**src/rtl/fechadura_sequencial_param.sv**
```systemverilog
// ---------------------------------------------------------------------------
// fechadura_sequencial_param
// Parametrised sequential code lock. The user enters N_DIGITS digits on a
// keypad. Each digit is compared with the matching digit of 'code'. The
// verdict is given only after the last digit, so a probe cannot tell which
// digit was wrong. MAX_TRIES failed entries in a row start a timed lockout.
//
// Ports:
//   clk        : rising-edge clock
//   reset_n    : asynchronous, active-low reset
//   l          : synchronous clear / relock request
//   p          : key-pressed level from the debouncer
//   digit      : digit value, valid while p=1
//   code       : expected code, digit k at [k*DIGIT_W +: DIGIT_W], digit 0 first
//   u          : unlocked
//   err        : last entry failed
//   locked_out : lockout active
//   s          : digits accepted in the current entry
//   tries_left : remaining attempts before lockout
//
// Optional feature, macro AUTO_RELOCK_EN: when defined, UNLOCK relocks by
// itself after RELOCK_CYCLES cycles unless l ends it earlier.
// ---------------------------------------------------------------------------
module fechadura_sequencial_param #(
  parameter int N_DIGITS       = 4,
  parameter int DIGIT_W        = 4,
  parameter int MAX_TRIES      = 3,
  parameter int LOCKOUT_CYCLES = 100,
  parameter int RELOCK_CYCLES  = 200
) (
  input  logic                                clk,
  input  logic                                reset_n,
  input  logic                                l,
  input  logic                                p,
  input  logic [DIGIT_W-1:0]                  digit,
  input  logic [N_DIGITS*DIGIT_W-1:0]         code,
  output logic                                u,
  output logic                                err,
  output logic                                locked_out,
  output logic [$clog2(N_DIGITS+1)-1:0]       s,
  output logic [$clog2(MAX_TRIES+1)-1:0]      tries_left
);

  localparam int S_W  = $clog2(N_DIGITS+1);
  localparam int T_W  = $clog2(MAX_TRIES+1);
  localparam int LK_W = (LOCKOUT_CYCLES > 1) ? $clog2(LOCKOUT_CYCLES) : 1;

  localparam logic [S_W-1:0]  IDX_FULL  = S_W'(N_DIGITS);
  localparam logic [T_W-1:0]  TRIES_MAX = T_W'(MAX_TRIES);
  localparam logic [LK_W-1:0] LOCK_LOAD = LK_W'(LOCKOUT_CYCLES - 1);

  typedef enum logic [2:0] {
    ENTRY    = 3'd0,
    WAIT_REL = 3'd1,
    ERROR    = 3'd2,
    UNLOCK   = 3'd3,
    LOCKOUT  = 3'd4
  } state_t;

  state_t           r_state, w_nextState;
  logic [S_W-1:0]   r_idx, w_nextIdx;
  logic             r_mism, w_nextMism;
  logic [T_W-1:0]   r_tries, w_nextTries;
  logic [LK_W-1:0]  r_lockTimer, w_nextLockTimer;
  logic             r_u, r_err, r_lockedOut;
  logic             w_nextU, w_nextErr, w_nextLockedOut;
  logic [DIGIT_W-1:0] w_codeDigit;

`ifdef AUTO_RELOCK_EN
  localparam int RL_W = (RELOCK_CYCLES > 1) ? $clog2(RELOCK_CYCLES) : 1;
  localparam logic [RL_W-1:0] RELOCK_LOAD = RL_W'(RELOCK_CYCLES - 1);
  logic [RL_W-1:0]  r_relockTimer, w_nextRelockTimer;
`else
  logic [31:0] w_unusedRelock;
  assign w_unusedRelock = 32'(RELOCK_CYCLES);
`endif

  // Select the code digit for the current position with an explicit mux so
  // an out-of-range index simply yields zero.
  always_comb begin
    w_codeDigit = '0;
    for (int k = 0; k < N_DIGITS; k++) begin
      if (r_idx == S_W'(k)) w_codeDigit = code[k*DIGIT_W +: DIGIT_W];
    end
  end

  // State register plus datapath registers and the registered outputs.
  always_ff @(posedge clk or negedge reset_n) begin
    if (!reset_n) begin
      r_state     <= ENTRY;
      r_idx       <= '0;
      r_mism      <= 1'b0;
      r_tries     <= TRIES_MAX;
      r_lockTimer <= '0;
      r_u         <= 1'b0;
      r_err       <= 1'b0;
      r_lockedOut <= 1'b0;
`ifdef AUTO_RELOCK_EN
      r_relockTimer <= '0;
`endif
    end else begin
      r_state     <= w_nextState;
      r_idx       <= w_nextIdx;
      r_mism      <= w_nextMism;
      r_tries     <= w_nextTries;
      r_lockTimer <= w_nextLockTimer;
      r_u         <= w_nextU;
      r_err       <= w_nextErr;
      r_lockedOut <= w_nextLockedOut;
`ifdef AUTO_RELOCK_EN
      r_relockTimer <= w_nextRelockTimer;
`endif
    end
  end

  // Next-state logic. The mismatch flag is accumulated silently and only
  // consulted once the final key is released.
  always_comb begin
    w_nextState     = r_state;
    w_nextIdx       = r_idx;
    w_nextMism      = r_mism;
    w_nextTries     = r_tries;
    w_nextLockTimer = r_lockTimer;
`ifdef AUTO_RELOCK_EN
    w_nextRelockTimer = r_relockTimer;
`endif
    case (r_state)
      ENTRY: begin
        if (l) begin
          w_nextIdx  = '0;
          w_nextMism = 1'b0;
        end else if (p) begin
          w_nextMism  = r_mism | (digit != w_codeDigit);
          w_nextIdx   = r_idx + S_W'(1);
          w_nextState = WAIT_REL;
        end
      end
      WAIT_REL: begin
        if (l) begin
          w_nextState = ENTRY;
          w_nextIdx   = '0;
          w_nextMism  = 1'b0;
        end else if (!p) begin
          if (r_idx == IDX_FULL) begin
            w_nextIdx  = '0;
            w_nextMism = 1'b0;
            if (!r_mism) begin
              w_nextState = UNLOCK;
              w_nextTries = TRIES_MAX;
`ifdef AUTO_RELOCK_EN
              w_nextRelockTimer = RELOCK_LOAD;
`endif
            end else if (r_tries > T_W'(1)) begin
              w_nextState = ERROR;
              w_nextTries = r_tries - T_W'(1);
            end else begin
              w_nextState     = LOCKOUT;
              w_nextTries     = '0;
              w_nextLockTimer = LOCK_LOAD;
            end
          end else begin
            w_nextState = ENTRY;
          end
        end
      end
      ERROR: begin
        if (l) w_nextState = ENTRY;
      end
      UNLOCK: begin
        if (l) begin
          w_nextState = ENTRY;
        end
`ifdef AUTO_RELOCK_EN
        else if (r_relockTimer == '0) begin
          w_nextState = ENTRY;
        end else begin
          w_nextRelockTimer = r_relockTimer - RL_W'(1);
        end
`endif
      end
      LOCKOUT: begin
        // The timer is loaded with LOCKOUT_CYCLES-1 on entry, so leaving at
        // zero gives exactly LOCKOUT_CYCLES cycles in this state.
        if (r_lockTimer == '0) begin
          w_nextState = ENTRY;
          w_nextTries = TRIES_MAX;
        end else begin
          w_nextLockTimer = r_lockTimer - LK_W'(1);
        end
      end
      default: begin
        w_nextState = ENTRY;
        w_nextIdx   = '0;
        w_nextMism  = 1'b0;
      end
    endcase
  end

  // Output decode from the next state, so the flags register on the same
  // edge as the state itself.
  always_comb begin
    w_nextU         = (w_nextState == UNLOCK);
    w_nextErr       = (w_nextState == ERROR);
    w_nextLockedOut = (w_nextState == LOCKOUT);
  end

  assign u          = r_u;
  assign err        = r_err;
  assign locked_out = r_lockedOut;
  assign s          = r_idx;
  assign tries_left = r_tries;

endmodule

```
**config.mk**
```make
export PLATFORM = sky130hd
export DESIGN_NAME = fechadura_sequencial_param
export DESIGN_NICKNAME = d
export VERILOG_FILES = /design/src/rtl/fechadura_sequencial_param.sv
export SDC_FILE = /design/constraint.sdc
export NUM_CORES = 1
export LEC_CHECK = 0
export CORE_AREA = 2 2 62 70
export DETAILED_ROUTE_END_ITERATION = 8
export DIE_AREA = 0 0 64 72
export PLACE_DENSITY = 0.62
export SETUP_SLACK_MARGIN = 0.02
export SYNTH_ARGS = -nofsm -noshare
export SYNTH_HDL_FRONTEND = slang
export SYNTH_SLANG_ARGS = --single-unit
```
**constraint.sdc**
```tcl
create_clock -name clk -period 2.4 [get_ports clk]
set_input_delay 0.48 -clock clk [delete_from_list [all_inputs] [get_ports clk]]
set_output_delay 0.48 -clock clk [all_outputs]
set_load 0.05 [all_outputs]
```
==> results.toml, run 1 <==
# generated from flow reports
[hold_path]
hold_path_end = "tries_left[1]$_DFFE_PN1P_"
hp-class = "register to register"
hold_start = "tries_left[1]$_DFFE_PN1P_"

[detailed_routing]
postRouteAntennaNets = 0
dr.first_iter.drc_count = 32
dr_wl_met2_um = 1656
dr.pass1.iters = 4
avgViaCountPerCell = 5.009

[worst_setup_path]
cp-start-kind = "register"
cp_cell_sequence = "inv_1 > ha_1 > nor2b_1 > a221oi_1 > mux2i_1 > nand4b_1 > a221o_1"
critical-path-max-stage-delay_ps = 420
rrSetupSlack_ps = 140
crit_type = "register to register"
critPathArrivalTime_ps = 2390
critPathRequiredTime_ps = 2530
crit_slowest_cell = "a221oi_1"
ff2ff_path_depth = 7
critPathBufInv = 1

[yosys]
ys_types = 39
yosysTopAreaCell = "dfrtp_1"
numSynthFlops = 19
top_cells_by_count = "dfrtp_1 (17), nor2_1 (13), inv_1 (11)"
floorplan.nets = 173
synth-edff-count = 0
area_leaders = "dfrtp_1 (32%), ha_1 (6.6%), xor2_1 (4.6%), dfstp_2 (4.0%), o21ai_0 (3.8%)"
avgSynthCellArea_um2 = 9.305
synthesis.area_um2 = 1321
ys.flop_type = "dfrtp_1"
ys_seq_share_pct = 36.17

[timing]
period_used_pct = 94.00
hold_viol = 0
report.final.setup_viol = 0
worst_pin_slew_ps = 501.0
finalSetupTns_ps = 0
finalMaxSlewViolations = 0
worst_slack_ps = 143.9
fmax_mhz = 443.2
slew_headroom_pct = 66.49

[outcome]
status = "finished, final reports clean"

[power]
pwr-share-clk_pct = 26.7
p_sw_share_pct = 30.24
switchingPower_mw = 0.2479
pwr-share-seq_pct = 44.6

[clock_tree]
hold_buffers = 0
clk_path_buf_depth = 2
cts_tree = "yes"
numCtsBuffers = 3
path_clk_slew_ps = 60
insertion_delay_ps = 260
cts_setup_buffers = 0

[cells_and_area]
drive_above_1_share_pct = 9.659
final_cell_mix = "clkdlybuf4s50_1 (31), dfrtp_1 (17), nor2_1 (13), inv_1 (11), o21ai_0 (10)"
antenna_cells = 0
layout_top_cell = "clkdlybuf4s50_1"

[floorplanning]
io_pins = 32
die_h_um = 72
die_w_um = 64
die-area_um2 = 4608

[place]
gp_congestion = 0.8058
dpl-instance-area_um2 = 1695

[grt]
grt_max_degree = 20
grt_pass1_vias = 1175
grt_overflow = 0
grt_pass1_wl_um = 5112

[run]
warnings = 30
maxCapViolCount = 0
## run 1: logic make-up (layout without fill, tap and decap cells)
family                     Yosys count  in the layout  synth area share, %
DFF                                 19             19                36.17
buffers and inverters               15             49                4.923
xor gates and xnor gates            10             10                6.629
adders and majority gates            7              7                6.628
muxes                                4              4                3.125
and+or+nand+nor                     48             48                22.54
AOI/OAI and AO/OA                   39             39                19.98
## run 1: power by group through the flow
stage | sequential (mW) | combinational [mW] | clock, mW
2_1_floorplan | 0.381 | 0.133 | 0
3_3_place_gp | 0.371 | 0.232 | 0
3_5_place_dp | 0.371 | 0.237 | 0
4_1_cts | 0.366 | 0.239 | 0.231
5_1_grt | 0.368 | 0.260 | 0.251
6_report | 0.365 | 0.236 | 0.219
## run 1: layout make-up
| type | count | area [um^2] |
|---|---|---|
| fillers | 383 | 2132 |
| inverters | 11 | 41.29 |
| repair buffers | 34 | 332.8 |
| flip-flops and latches | 19 | 478.0 |
| well taps | 52 | 65.06 |
| clock inverters | 1 | 5.005 |
| clock buffers | 3 | 41.29 |
| multi-input cells | 108 | 778.2 |
## run 1: flip-flops by register name, summed over array words and instances (netlist names)
signal,count
s,3
tries_left,2
r_state,3
locked_out,1
r_mism,1
r_lockTimer,7
u,1
err,1
## run 1: stage by stage
step	instances	hold WS [ps]	total power, mW
after global placement	224	493.8	0.6031
after global routing	228	530.2	0.8794
after CTS	228	512.9	0.8352
final	228	502.2	0.8198
after floorplan	142	184.4	0.5141
after detailed placement	224	501.1	0.6079
## run 1: routing by layer
layer | GRT usage [%] | vias to the layer above
met4 | 5.556 | 0
met5 | 0 | -
met2 | 27.43 | 27
li1 | - | 574
met3 | 2.636 | 3
met1 | 14.50 | 538
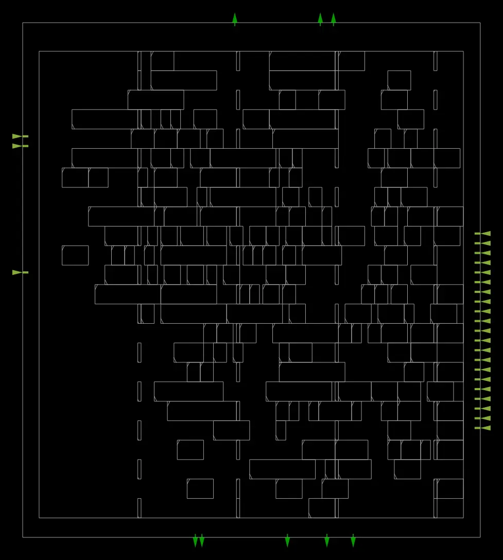
(run_1/placement.png)
tap cells: 52
placement row count: 24
core box area: 3874 um^2
flop count: 19

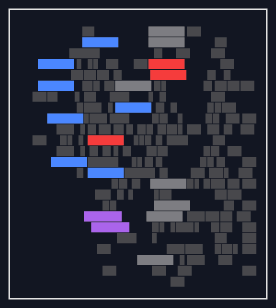
(run_1/flops_by_reg.png)
(4 px per um) Other sequential cells in the stronger grey, the rest of the logic in the fainter grey.
[`tries_left`] purple | sequential cells: 2
[`r_state`] red | sequential cells: 3
[`r_lockTimer`] blue | sequential cells: 7
utilization after layout: 44.96%
register share of the cell area: 27.44%

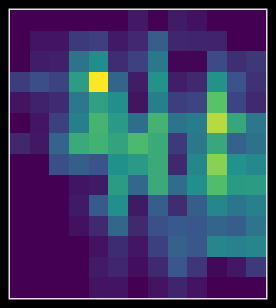
(run_1/metal_density.png)
(4 px per um) The die is cut into 13 by 14 equal tiles; dark purple is low, yellow is high, scaled to the fullest tile. Values are wire area over tile area, all layers added.
nearly empty tiles: 24%
mean over tiles: 0.10
tiles over half the peak: 15%
fullest tile: 0.46
emptiest ninth of the die: lower left
Tot GR Track Use: 14.02%
vias after detailed routing: 1142

## Run 2: what changed since run 1
--- a/config.mk
+++ b/config.mk
@@ -5,6 +5,7 @@
 export SDC_FILE = /design/constraint.sdc
 export NUM_CORES = 1
 export LEC_CHECK = 0
+export CAP_MARGIN = 10
 export CORE_AREA = 2 2 62 70
 export DETAILED_ROUTE_END_ITERATION = 8
 export DIE_AREA = 0 0 64 72
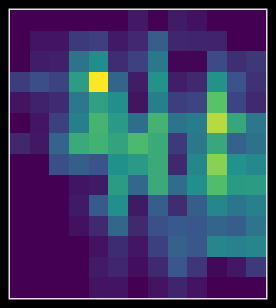
(run_2/metal_density.png)
(4 px per um) The die is cut into 13 by 14 equal tiles; dark purple is low, yellow is high, scaled to the fullest tile. Values are wire area over tile area, all layers added.
mean over tiles: 0.10
emptiest ninth of the die: lower left
fullest tile: 0.46
nearly empty tiles: 24%
final wirelength: 3069 um
Avg WL per Cell: 13.46 um

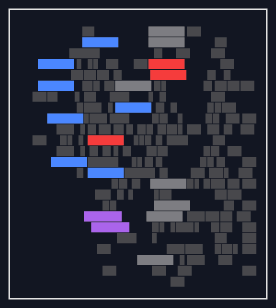
(run_2/flops_by_reg.png)
(4 px per um) Other sequential cells in the stronger grey, the rest of the logic in the fainter grey.
register area: 478.0 um^2
Seq group: 0.365 mW

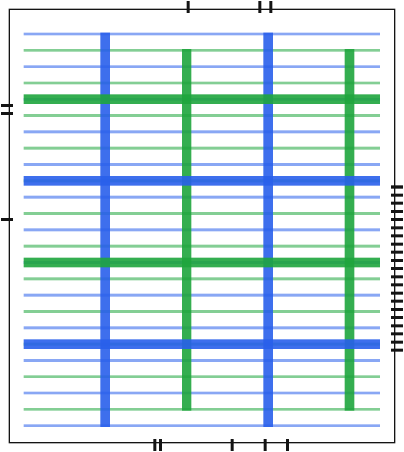
(run_2/power_grid.png)
(6 px per um) Pins as bars on the die edge.
[VSS] blue
[VDD] green
met1 rails: 25
signal pins: 32
Die H: 72 um
VDD IR-drop max: 0.2319 mV
Die X-Extent: 64 um

==> run 2 against run 1 <==
Effect of this change: synthesized cell count unchanged; sequential share of layout area unchanged; setup slack is the same; non-clock buffer count unchanged; clock power is essentially flat; core utilization is the same; sequential power hardly changed; cell area stayed put; clock-buffer cell count unchanged; die area unchanged; worst hold slack stayed put; area after synthesis did not move; critical path type unchanged; largest cell class unchanged.
==> results.toml, run 2 <==
# generated from flow reports
[outcome]
status = "finished, final reports clean"

[detailed_routing]
dr.first_iter.drc_count = 32
vias = 1142
postRouteAntennaNets = 0
dr.pass1.iters = 4
avgViaCountPerCell = 5.009

[clock_tree]
cts_tree = "yes"
numCtsBuffers = 3
clk_path_buf_depth = 2
path_clk_slew_ps = 60
insertion_delay_ps = 260
hold_buffers = 0

[hold_path]
hp-class = "register to register"

[grt]
grt_overflow = 0
gr-usage-all-layers_pct = 14.02
grtUsageMet3_pct = 2.636
grt.busiest_layer = "met2"
grt_pass1_vias = 1175
grt_pass1_wl_um = 5112

[worst_setup_path]
cp-start-kind = "register"
rrSetupSlack_ps = 140
critPathArrivalTime_ps = 2390
critPathRequiredTime_ps = 2530
crit_slowest_cell = "a221oi_1"
critPathBufInv = 1
cp_cell_sequence = "inv_1 > ha_1 > nor2b_1 > a221oi_1 > mux2i_1 > nand4b_1 > a221o_1"

[timing]
hold_slack_ps = 502.2
period_used_pct = 94.00
finalSetupTns_ps = 0
finalMaxSlewViolations = 0
hold_viol = 0
worst_pin_slew_ps = 501.0
fmax_mhz = 443.2
report.final.setup_viol = 0

[power]
p_sw_share_pct = 30.24
pwr-share-clk_pct = 26.7
pwr-share-seq_pct = 44.6
switchingPower_mw = 0.2479

[cells_and_area]
antenna_cells = 0
regMostFlops = "r_lockTimer"
final_util_pct = 44.96
drive_above_1_share_pct = 9.659
final_cells = 228
layout_top_cell = "clkdlybuf4s50_1"

[yosys]
ys_types = 39
avgSynthCellArea_um2 = 9.305
top_cells_by_count = "dfrtp_1 (17), nor2_1 (13), inv_1 (11)"
numSynthFlops = 19
ys.flop_type = "dfrtp_1"
synth-edff-count = 0
ys_seq_share_pct = 36.17

[run]
maxCapViolCount = 0
warnings = 30

[place]
gp_congestion = 0.8058
dpl-instance-area_um2 = 1695
numPlacedInstances = 224

[floorplanning]
die-area_um2 = 4608
io_pins = 32
rows = 24
run 2: cell counts in the layout (fill, tap and decap cells not counted):
No cell type changed its count.
run 2: cells by family after synthesis:
| kind of cell | Yosys count | share of synthesized area [%] |
|---|---|---|
| flops | 19 | 36.17 |
| buf+inv | 15 | 4.923 |
| simple gates | 48 | 22.54 |
| compound gates | 39 | 19.98 |
| xor+xnor | 10 | 6.629 |
| mux | 4 | 3.125 |
| fa+ha+maj | 7 | 6.628 |
run 2: power groups by stage:
stage               Clock, mW  Sequential [mW]  Combinational (mW)
floorplan                   0            0.381               0.133
global placement            0            0.371               0.232
detailed placement          0            0.371               0.237
CTS                     0.231            0.366               0.239
global route            0.251            0.368               0.260
finish                  0.219            0.365               0.236
run 2: final timing paths:
kind | startpoint | endpoint | cells past startpoint
min reg2reg | tries_left[1]$_DFFE_PN1P_ | tries_left[1]$_DFFE_PN1P_ | 2
max | s[0]$_DFFE_PN0P_ | r_mism$_DFFE_PN0P_ | 7
min in group asynchronous | reset_n | r_lockTimer[2]$_DFFE_PN0P_ | 2
min | tries_left[1]$_DFFE_PN1P_ | tries_left[1]$_DFFE_PN1P_ | 2
max reg2reg | s[0]$_DFFE_PN0P_ | r_mism$_DFFE_PN0P_ | 7
max in group asynchronous | reset_n | tries_left[1]$_DFFE_PN1P_ | 2
run 2: routing by layer:
metal  part of all wire (%)  up-vias
li1                       -      574
met1                     41      538
met2                     54       27
met3                    4.1        3
met4                   0.98        0
met5                      0        -
run 2: layout make-up:
class | instances | area (um^2)
Fill cell | 383 | 2132
Clock buffer | 3 | 41.29
Inverter | 11 | 41.29
Tap cell | 52 | 65.06
Multi-Input combinational cell | 108 | 778.2
Sequential cell | 19 | 478.0
Timing Repair Buffer | 34 | 332.8
Clock inverter | 1 | 5.005
## Run 3: what changed since run 2
--- a/config.mk
+++ b/config.mk
@@ -5,7 +5,7 @@
 export SDC_FILE = /design/constraint.sdc
 export NUM_CORES = 1
 export LEC_CHECK = 0
-export CAP_MARGIN = 10
+export CAP_MARGIN = 30
 export CORE_AREA = 2 2 62 70
 export DETAILED_ROUTE_END_ITERATION = 8
 export DIE_AREA = 0 0 64 72
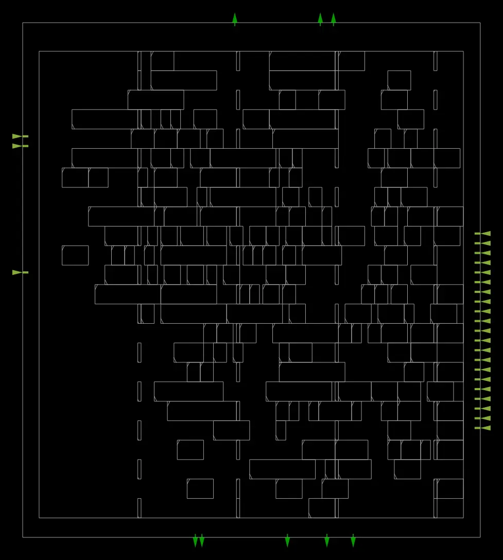
(run_3/placement.png)
Finished Layout Cells: 228
fillers: 383

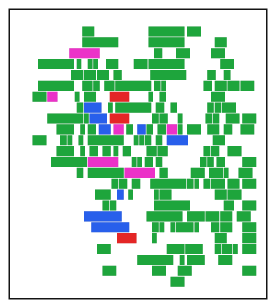
(run_3/sizes.png)
(4 px per um)
[_0 and _1 cells] green | cells: 159
[_2 cells] blue | cells: 8
[_3 and _4 cells] magenta | cells: 6
[_6 and larger] red | cells: 3
Final Cell Area: 1742 um^2
buffers outside the clock class: 34
area delta synth->final: 31.82%
setup ws final: 143.9 ps

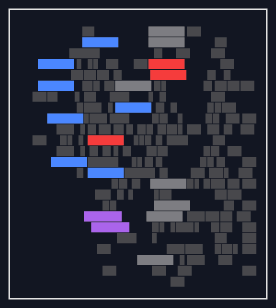
(run_3/flops_by_reg.png)
(4 px per um) Other sequential cells in the stronger grey, the rest of the logic in the fainter grey.

==> run 3 against run 2 <==
Effect of this change: total power is the same; highest routed layer unchanged; clock-buffer cell count unchanged; global-route usage is the same; synthesized cell count is the same; clock power is essentially flat; largest power group unchanged; combinational power hardly changed.
==> results.toml, run 3 <==
# generated from flow reports
[outcome]
status = "finished, final reports clean"

[detailed_routing]
avgViaCountPerCell = 5.009
dr.first_iter.drc_count = 32
postRouteAntennaNets = 0
drt-total-wl_um = 3069
vias = 1142

[yosys]
ys_seq_share_pct = 36.17
yosysTopAreaCell = "dfrtp_1"
ys_types = 39
synthesis.area_um2 = 1321
avgSynthCellArea_um2 = 9.305
ys.flop_type = "dfrtp_1"
floorplan.nets = 173

[floorplanning]
rows = 24
io_pins = 32
core-area_um2 = 3874

[timing]
finalSetupTns_ps = 0
report.final.setup_viol = 0
slew_headroom_pct = 66.49
worst_pin_slew_ps = 501.0
fmax_mhz = 443.2
period_used_pct = 94.00

[run]
warnings = 30

[power]
pwr-share-seq_pct = 44.6
power.group.top = "sequential cells"
p_comb_mw = 0.236

[grt]
use_met2_pct = 27.43
grtUsageMet3_pct = 2.636
grt_pass1_vias = 1175
grt_overflow = 0

[place]
gp_congestion = 0.8058

[clock_tree]
numCtsBuffers = 3
cts_tree = "yes"
cts_setup_buffers = 0
hold_buffers = 0
path_clk_slew_ps = 60

[worst_setup_path]
cp_cell_sequence = "inv_1 > ha_1 > nor2b_1 > a221oi_1 > mux2i_1 > nand4b_1 > a221o_1"
crit_slowest_cell = "a221oi_1"

[cells_and_area]
layout_top_cell = "clkdlybuf4s50_1"
regMostFlops = "r_lockTimer"
drive_above_1_share_pct = 9.659

[hold_path]
hp-class = "register to register"
run 3: area by class of cell:
cell class,instances,area [um^2]
fillers,383,2132
repair buffers,34,332.8
flip-flops and latches,19,478.0
clock buffers,3,41.29
well taps,52,65.06
clock inverters,1,5.005
inverters,11,41.29
multi-input cells,108,778.2
run 3: critical path: cells and delay by family, from the launching register on:
kind            cells  cell delay, ps
flops               1             400
mux                 1             260
fa+ha+maj           1             280
buf+inv             1             110
simple gates        2             300
compound gates      2             790
run 3: cell families after synthesis:
| group | count (synthesis) | share of synthesized area, % |
|---|---|---|
| simple gates | 48 | 22.54 |
| mux | 4 | 3.125 |
| flops | 19 | 36.17 |
| fa+ha+maj | 7 | 6.628 |
| buf+inv | 15 | 4.923 |
| compound gates | 39 | 19.98 |
| xor+xnor | 10 | 6.629 |
run 3: per-stage QoR:
stage	std cells	hold WS, ps	utilization (%)	setup slack [ps]	cell area, um^2
after floorplan	142	184.4	-	96.22	1321
after global placement	224	493.8	43.77	198.7	1695
after detailed placement	224	501.1	43.77	157.2	1695
after CTS	228	512.9	44.96	137.2	1742
after global routing	228	530.2	44.96	33.71	1742
final	228	502.2	44.96	143.9	1742
run 3: worst paths after layout:
kind                                      startpoint                         end  slack, ps  cells after the start
max                                 s[0]$_DFFE_PN0P_          r_mism$_DFFE_PN0P_        140                      7
min                        tries_left[1]$_DFFE_PN1P_   tries_left[1]$_DFFE_PN1P_        500                      2
max reg2reg                         s[0]$_DFFE_PN0P_          r_mism$_DFFE_PN0P_        140                      7
min reg2reg                tries_left[1]$_DFFE_PN1P_   tries_left[1]$_DFFE_PN1P_        500                      2
max in group asynchronous                    reset_n   tries_left[1]$_DFFE_PN1P_       1590                      2
min in group asynchronous                    reset_n  r_lockTimer[2]$_DFFE_PN0P_        540                      2
Power figures rest on the tool's default switching activity, not on a simulated workload.
